$ cat config.mk
export PLATFORM = sky130hd
export DESIGN_NAME = sp_ram_arbiter_flat
export DESIGN_NICKNAME = d
export VERILOG_FILES = /design/src/rtl/sp_ram_arb_pkg.sv /design/src/rtl/sp_ram_arbiter_if.sv /design/src/rtl/sp_ram_arbiter_rr.sv /design/src/rtl/sp_ram_arbiter.sv /design/src/flat_wrapper.sv
export SDC_FILE = /design/constraint.sdc
export NUM_CORES = 1
export LEC_CHECK = 0
export ABC_AREA = 1
export CAP_MARGIN = 0
export CORE_AREA = 3 3 101 103
export DETAILED_ROUTE_END_ITERATION = 8
export DIE_AREA = 0 0 104 106
export PLACE_DENSITY = 0.73
export SYNTH_ARGS = -nofsm -noshare
export SYNTH_HDL_FRONTEND = slang
export SYNTH_HIERARCHICAL = 1
export SYNTH_SLANG_ARGS = --single-unit
$ cat constraint.sdc
create_clock -name clk -period 4.3 [get_ports clk]
set_input_delay 1.29 -clock clk [delete_from_list [all_inputs] [get_ports clk]]
set_output_delay 1.29 -clock clk [all_outputs]
set_load 0.01 [all_outputs]
$ cat src/rtl/sp_ram_arb_pkg.sv
// Shared types and constants for the single-port RAM arbiter/scrubber.
package sp_ram_arb_pkg;

  // Top-level FSM: zero-fill the RAM, then arbitrate between requesters.
  typedef enum logic [0:0] {
    INIT = 1'b0,
    RUN  = 1'b1
  } state_e;

  localparam int NUM_PORTS = 2;

  // Number of 32-bit words the scrubber has to clear.
  function automatic int scrub_words(input int ram_size);
    return ram_size / 4;
  endfunction

endpackage

$ cat src/rtl/sp_ram_arbiter_if.sv
// Bus bundles for the arbiter: the two-port requester side and the RAM side.
//
// Handshake: a requester raises req_i[p] with addr/we/be/wdata and holds them
// stable until gnt_o[p] is seen high in the same cycle. The access is
// performed in the grant cycle; rvalid_o[p] (with rdata_o[p] for reads)
// follows exactly one cycle after every grant, for reads and writes alike.
import sp_ram_arb_pkg::*;

interface sp_ram_req_if #(
  parameter int ADDR_WIDTH = 15,
  parameter int DATA_WIDTH = 32
);
  logic [NUM_PORTS-1:0]                   req_i;
  logic [NUM_PORTS-1:0]                   gnt_o;
  logic [NUM_PORTS-1:0][ADDR_WIDTH-1:0]   addr_i;
  logic [NUM_PORTS-1:0]                   we_i;
  logic [NUM_PORTS-1:0][DATA_WIDTH/8-1:0] be_i;
  logic [NUM_PORTS-1:0][DATA_WIDTH-1:0]   wdata_i;
  logic [NUM_PORTS-1:0]                   rvalid_o;
  logic [NUM_PORTS-1:0][DATA_WIDTH-1:0]   rdata_o;

  // Requesters drive the request fields and observe grant/response.
  modport master (
    output req_i, addr_i, we_i, be_i, wdata_i,
    input  gnt_o, rvalid_o, rdata_o
  );

  // The arbiter consumes requests and produces grant/response.
  modport slave (
    input  req_i, addr_i, we_i, be_i, wdata_i,
    output gnt_o, rvalid_o, rdata_o
  );
endinterface

interface sp_ram_mem_if #(
  parameter int ADDR_WIDTH = 15,
  parameter int DATA_WIDTH = 32
);
  logic                    ram_en_o;
  logic [ADDR_WIDTH-1:0]   ram_addr_o;
  logic                    ram_we_o;
  logic [DATA_WIDTH/8-1:0] ram_be_o;
  logic [DATA_WIDTH-1:0]   ram_wdata_o;
  logic [DATA_WIDTH-1:0]   ram_rdata_i;

  // Arbiter side drives the RAM access port.
  modport master (
    output ram_en_o, ram_addr_o, ram_we_o, ram_be_o, ram_wdata_o,
    input  ram_rdata_i
  );

  // RAM side (macro or model) answers with 1-cycle read latency.
  modport slave (
    input  ram_en_o, ram_addr_o, ram_we_o, ram_be_o, ram_wdata_o,
    output ram_rdata_i
  );
endinterface

$ cat src/rtl/sp_ram_arbiter_rr.sv
// Two-input round-robin arbiter. last_q remembers the most recently granted
// port; on a tie the other port wins. Reset value 1 lets port 0 win first.
import sp_ram_arb_pkg::*;

module rr_arbiter_2 (
  input  logic                 clk,
  input  logic                 rst,
  input  logic                 en,
  input  logic [NUM_PORTS-1:0] req,
  output logic [NUM_PORTS-1:0] gnt
);

  logic last_q;

  // Combinational grant: single requester wins outright, tie goes to !last_q.
  always_comb begin
    gnt = '0;
    if (en) begin
      case (req)
        2'b01:   gnt = 2'b01;
        2'b10:   gnt = 2'b10;
        2'b11:   gnt = last_q ? 2'b01 : 2'b10;
        default: gnt = 2'b00;
      endcase
    end
  end

  // Pointer advances to the granted port on every grant.
  always_ff @(posedge clk or posedge rst) begin
    if (rst) begin
      last_q <= 1'b1;
    end else if (|gnt) begin
      last_q <= gnt[1];
    end
  end

endmodule

$ cat src/rtl/sp_ram_arbiter.sv
// Scrubber + round-robin arbiter in front of a single-port data RAM.
// After reset the RAM is zero-filled one word per cycle (INIT); afterwards
// the access port is shared between the core (port 0) and debug (port 1).
import sp_ram_arb_pkg::*;

module sp_ram_arbiter #(
  parameter int RAM_SIZE   = 32768,
  parameter int ADDR_WIDTH = $clog2(RAM_SIZE),
  parameter int DATA_WIDTH = 32,
  parameter int INIT_EN    = 1
) (
  input  logic          clk,
  input  logic          rst,
  output logic          init_done_o,
  output state_e        state_o,
  sp_ram_req_if.slave   req_bus,
  sp_ram_mem_if.master  ram_bus
);

  localparam int WORDS = scrub_words(RAM_SIZE);
  localparam int CNT_W = (WORDS > 1) ? $clog2(WORDS) : 1;
  localparam logic [CNT_W-1:0] LAST_CNT = CNT_W'(WORDS - 1);

  localparam logic [0:0] S_INIT = 1'b0;
  localparam logic [0:0] S_RUN  = 1'b1;

  logic [0:0]           state_q;
  logic [CNT_W-1:0]     cnt_q;
  logic                 run;
  logic                 arb_en;
  logic [1:0]           gnt;
  logic [1:0]           rvalid_q;
  logic [ADDR_WIDTH-1:0] scrub_addr;

  assign run        = (state_q == S_RUN);
  // Grants are also killed combinationally by rst so they drop immediately.
  assign arb_en     = run & ~rst;
  assign scrub_addr = ADDR_WIDTH'(cnt_q) << 2;

  assign init_done_o = run;
  assign state_o     = state_e'(state_q);

  // FSM and scrub counter: one zero write per cycle, then RUN forever.
  always_ff @(posedge clk or posedge rst) begin
    if (rst) begin
      state_q <= (INIT_EN != 0) ? S_INIT : S_RUN;
      cnt_q   <= '0;
    end else if (state_q == S_INIT) begin
      if (cnt_q == LAST_CNT) begin
        state_q <= S_RUN;
      end else begin
        cnt_q <= cnt_q + 1'b1;
      end
    end
  end

  rr_arbiter_2 u_arb (
    .clk (clk),
    .rst (rst),
    .en  (arb_en),
    .req (req_bus.req_i),
    .gnt (gnt)
  );

  assign req_bus.gnt_o = gnt;

  // Response strobe: one cycle after each grant, matching RAM read latency.
  always_ff @(posedge clk or posedge rst) begin
    if (rst) begin
      rvalid_q <= '0;
    end else begin
      rvalid_q <= gnt;
    end
  end

  assign req_bus.rvalid_o   = rvalid_q;
  assign req_bus.rdata_o[0] = ram_bus.ram_rdata_i;
  assign req_bus.rdata_o[1] = ram_bus.ram_rdata_i;

  // RAM port mux: scrub writes in INIT, granted port in RUN, idle otherwise.
  always_comb begin
    ram_bus.ram_en_o    = 1'b0;
    ram_bus.ram_we_o    = 1'b0;
    ram_bus.ram_addr_o  = req_bus.addr_i[0];
    ram_bus.ram_be_o    = req_bus.be_i[0];
    ram_bus.ram_wdata_o = req_bus.wdata_i[0];
    if (!rst) begin
      if (!run) begin
        ram_bus.ram_en_o    = 1'b1;
        ram_bus.ram_we_o    = 1'b1;
        ram_bus.ram_addr_o  = scrub_addr;
        ram_bus.ram_be_o    = '1;
        ram_bus.ram_wdata_o = '0;
      end else if (gnt[1]) begin
        ram_bus.ram_en_o    = 1'b1;
        ram_bus.ram_we_o    = req_bus.we_i[1];
        ram_bus.ram_addr_o  = req_bus.addr_i[1];
        ram_bus.ram_be_o    = req_bus.be_i[1];
        ram_bus.ram_wdata_o = req_bus.wdata_i[1];
      end else if (gnt[0]) begin
        ram_bus.ram_en_o    = 1'b1;
        ram_bus.ram_we_o    = req_bus.we_i[0];
      end
    end
  end

endmodule
$ cat src/flat_wrapper.sv
// flat-port wrapper written by rule: the top's interface ports become plain ports
module sp_ram_arbiter_flat 
#(
  parameter int RAM_SIZE   = 32768,
  parameter int ADDR_WIDTH = $clog2(RAM_SIZE),
  parameter int DATA_WIDTH = 32,
  parameter int INIT_EN    = 1
)
  (clk, rst, init_done_o, state_o, req_bus_req_i, req_bus_addr_i, req_bus_we_i, req_bus_be_i, req_bus_wdata_i, req_bus_gnt_o, req_bus_rvalid_o, req_bus_rdata_o, ram_bus_ram_en_o, ram_bus_ram_addr_o, ram_bus_ram_we_o, ram_bus_ram_be_o, ram_bus_ram_wdata_o, ram_bus_ram_rdata_i);
  sp_ram_req_if #(.ADDR_WIDTH(ADDR_WIDTH), .DATA_WIDTH(DATA_WIDTH)) req_bus_i ();
  sp_ram_mem_if #(.ADDR_WIDTH(ADDR_WIDTH), .DATA_WIDTH(DATA_WIDTH)) ram_bus_i ();
  input  logic clk;
  input  logic rst;
  output logic init_done_o;
  output state_e state_o;
  input wire logic [$bits(req_bus_i.req_i)-1:0] req_bus_req_i;
  input wire logic [$bits(req_bus_i.addr_i)-1:0] req_bus_addr_i;
  input wire logic [$bits(req_bus_i.we_i)-1:0] req_bus_we_i;
  input wire logic [$bits(req_bus_i.be_i)-1:0] req_bus_be_i;
  input wire logic [$bits(req_bus_i.wdata_i)-1:0] req_bus_wdata_i;
  output wire logic [$bits(req_bus_i.gnt_o)-1:0] req_bus_gnt_o;
  output wire logic [$bits(req_bus_i.rvalid_o)-1:0] req_bus_rvalid_o;
  output wire logic [$bits(req_bus_i.rdata_o)-1:0] req_bus_rdata_o;
  output wire logic [$bits(ram_bus_i.ram_en_o)-1:0] ram_bus_ram_en_o;
  output wire logic [$bits(ram_bus_i.ram_addr_o)-1:0] ram_bus_ram_addr_o;
  output wire logic [$bits(ram_bus_i.ram_we_o)-1:0] ram_bus_ram_we_o;
  output wire logic [$bits(ram_bus_i.ram_be_o)-1:0] ram_bus_ram_be_o;
  output wire logic [$bits(ram_bus_i.ram_wdata_o)-1:0] ram_bus_ram_wdata_o;
  input wire logic [$bits(ram_bus_i.ram_rdata_i)-1:0] ram_bus_ram_rdata_i;
  assign req_bus_i.req_i = req_bus_req_i;
  assign req_bus_i.addr_i = req_bus_addr_i;
  assign req_bus_i.we_i = req_bus_we_i;
  assign req_bus_i.be_i = req_bus_be_i;
  assign req_bus_i.wdata_i = req_bus_wdata_i;
  assign req_bus_gnt_o = req_bus_i.gnt_o;
  assign req_bus_rvalid_o = req_bus_i.rvalid_o;
  assign req_bus_rdata_o = req_bus_i.rdata_o;
  assign ram_bus_ram_en_o = ram_bus_i.ram_en_o;
  assign ram_bus_ram_addr_o = ram_bus_i.ram_addr_o;
  assign ram_bus_ram_we_o = ram_bus_i.ram_we_o;
  assign ram_bus_ram_be_o = ram_bus_i.ram_be_o;
  assign ram_bus_ram_wdata_o = ram_bus_i.ram_wdata_o;
  assign ram_bus_i.ram_rdata_i = ram_bus_ram_rdata_i;
  sp_ram_arbiter #(.RAM_SIZE(RAM_SIZE), .ADDR_WIDTH(ADDR_WIDTH), .DATA_WIDTH(DATA_WIDTH), .INIT_EN(INIT_EN)) u_core (.clk(clk), .rst(rst), .init_done_o(init_done_o), .state_o(state_o), .req_bus(req_bus_i), .ram_bus(ram_bus_i));
endmodule
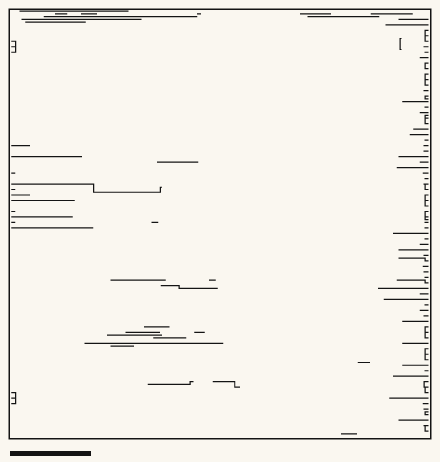
m3.png
The bar under the picture is 20 um long.
main direction = horizontal
longest straight run = 37.7 um

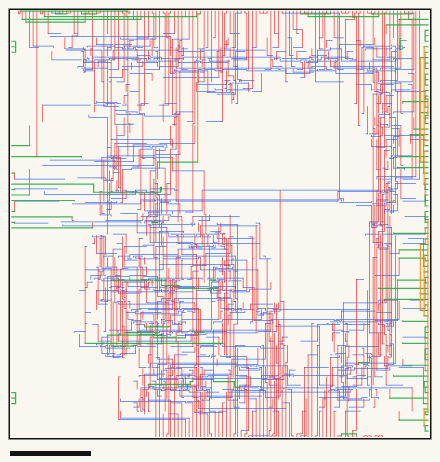
layers.png
The bar under the picture is 20 um long.
red -> M2  # wire length 5220 um
orange -> M4  # wire length 182 um
green -> M3  # wire length 652 um
blue -> M1  # wire length 3630 um
Avg WL per Cell: 15.51 um
total track usage: 16.25%
via count: 2800
Routed WL: 9677 um

==> impl_metrics.toml <==
# yosys + openroad results
[status]
outcome = "completed"

[floorplan]
tap_cells = 129
die_y_um = 106
die_x_um = 104
initCoreUtil_pct = 24.92

[cells_and_area]
comb_cells = 272
regArea_um2 = 426.7
area_growth_pct = 59.06
diodes = 0
clkCellAreaFrac_pct = 1.326
regMostFlops = "u_core/cnt_q"
drive_gt1_share_pct = 8.081
sh_comb_area_pct = 33.49
final_area_mm2 = 0.003680
nClkBuffers = 3
largest_register_ffs = 13
comb_area_mm2 = 0.001232
lay_top_count = "nand2_1"

[synthesis]
synth_nets = 532
avgSynthCellArea_um2 = 5.917
synth_top_area_share_pct = 24.18
topCombFamilyByArea = "simple AND/OR/NAND/NOR gates"
ys_cells = 391
simple_gate_area_share_pct = 44.84
area_leaders = "nand2_1 (24%), buf_4 (22%), dfrtp_1 (17%)"
postSynthSeqShare_pct = 18.44
top_area_cell = "nand2_1"
ys_warn_count = 6
ys_sh_aoi_pct = 6.544

[worst_setup_path]
slowest_stage = "clkdlybuf4s50_1"
critical_path_class = "input pin to primary output"
crit_family = "buffers and inverters"
end_kind = "primary output"
r2r_slack_ns = 2.25
critPathBufInv = 7
crit_path_cell_trace = "clkdlybuf4s50_1 > nand2_1 > inv_1 > nand2_1 > inv_2 > inv_1 > a21oi_2 > inv_2 > buf_12 > nand2_1 > nand3_1 > dlygate4sd2_1"
cpMostUsedCell = "nand2_1"
cp.required_ns = 3.01
cp.depth = 12
start_kind = "input pin"

[route]
viasPerCell = 4.487
dr.max_layer_used = "met4"
drc_errors = 0
dr.pass1.iters = 4
wl_met2_um = 5215
ant_nets = 0

[clocking]
cts_setup_buffers = 0
cts_tree = "done"
clock-sinks = 17
clockBufferDepth = 2
root_buffer = "clkbuf_8"
htreeDepth = 1
cts_buffers = 3
postCtsHoldBufs = 0

[pwr]
peakVddDrop_mv = 0.08136
power_w = 0.0004862

[final_timing]
setup_viol = 0
fin_crit_sh_pct = 97.93
finalMaxSlewViolations = 0
slew_headroom_pct = 42.61
skew_ns = 0.009554
fin_crit_ns = 4.211
rsz0062_at_grt = "false"

[global_route]
grt_max_degree = 28
grtUsageMet1_pct = 17.80
antenna_found_initial = 0
overflow = 0

[placement]
port-buffer-count = 166
dpl.hpwl_um = 8033

[job]
warnings = 26
## worst max path at each step
stage	start	to	slack, ns
finish	req_bus_req_i[1]	ram_bus_ram_addr_o[3]	0.09
global route	req_bus_req_i[1]	ram_bus_ram_wdata_o[20]	0.0005
CTS	req_bus_req_i[1]	ram_bus_ram_addr_o[6]	0.03
detailed placement	rst	ram_bus_ram_wdata_o[31]	-0.44
global placement	rst	ram_bus_ram_wdata_o[31]	-0.41
floorplan	rst	ram_bus_ram_addr_o[10]	0.30
## worst min-delay path: stages (launching register included)
cell,delay [ns]
dfstp_2,0.38
nand2_1,0.06
nand2_1,0.05
## power breakdown
part | total, W | internal, W | switching, W
clock network | 0.000129 | 0.0000653 | 0.0000633
registers | 0.000161 | 0.000161 | 0.000000420
logic | 0.000197 | 0.000127 | 0.0000698
total | 0.000486 | 0.000353 | 0.000134
## through the flow
stage | cells | utilization (%) | hold WS [ns] | setup slack, ns | TNS [ns]
floorplan | 391 | - | 0.4537 | 0.2997 | 0
global placement | 620 | 39.96 | 0.4670 | -0.4099 | -12.48
detailed placement | 620 | 39.96 | 0.4814 | -0.4431 | -13.07
CTS | 624 | 39.70 | 0.4906 | 0.03339 | 0
global route | 624 | 39.64 | 0.5189 | 0.0004550 | 0
finish | 624 | 39.64 | 0.4902 | 0.08908 | 0
## synth_stat cells
cell type / count
nor2_1: 23
inv_2: 2
buf_1: 2
buf_4: 68
dfrtp_1: 16
nand2_2: 2
inv_1: 15
buf_2: 5
ha_1: 1
clkbuf_1: 7
a21oi_2: 1
nand2_1: 149
nand3_1: 59
nand3b_1: 3
o311ai_0: 7
nor3_1: 4
buf_6: 2
nor2_2: 2
a21oi_1: 3
nand3_2: 1
clkinv_1: 1
xor2_1: 3
o21ai_0: 10
nand4_1: 3
o21ai_4: 1
dfstp_2: 1
Power figures rest on the tool's default switching activity, not on a simulated workload.
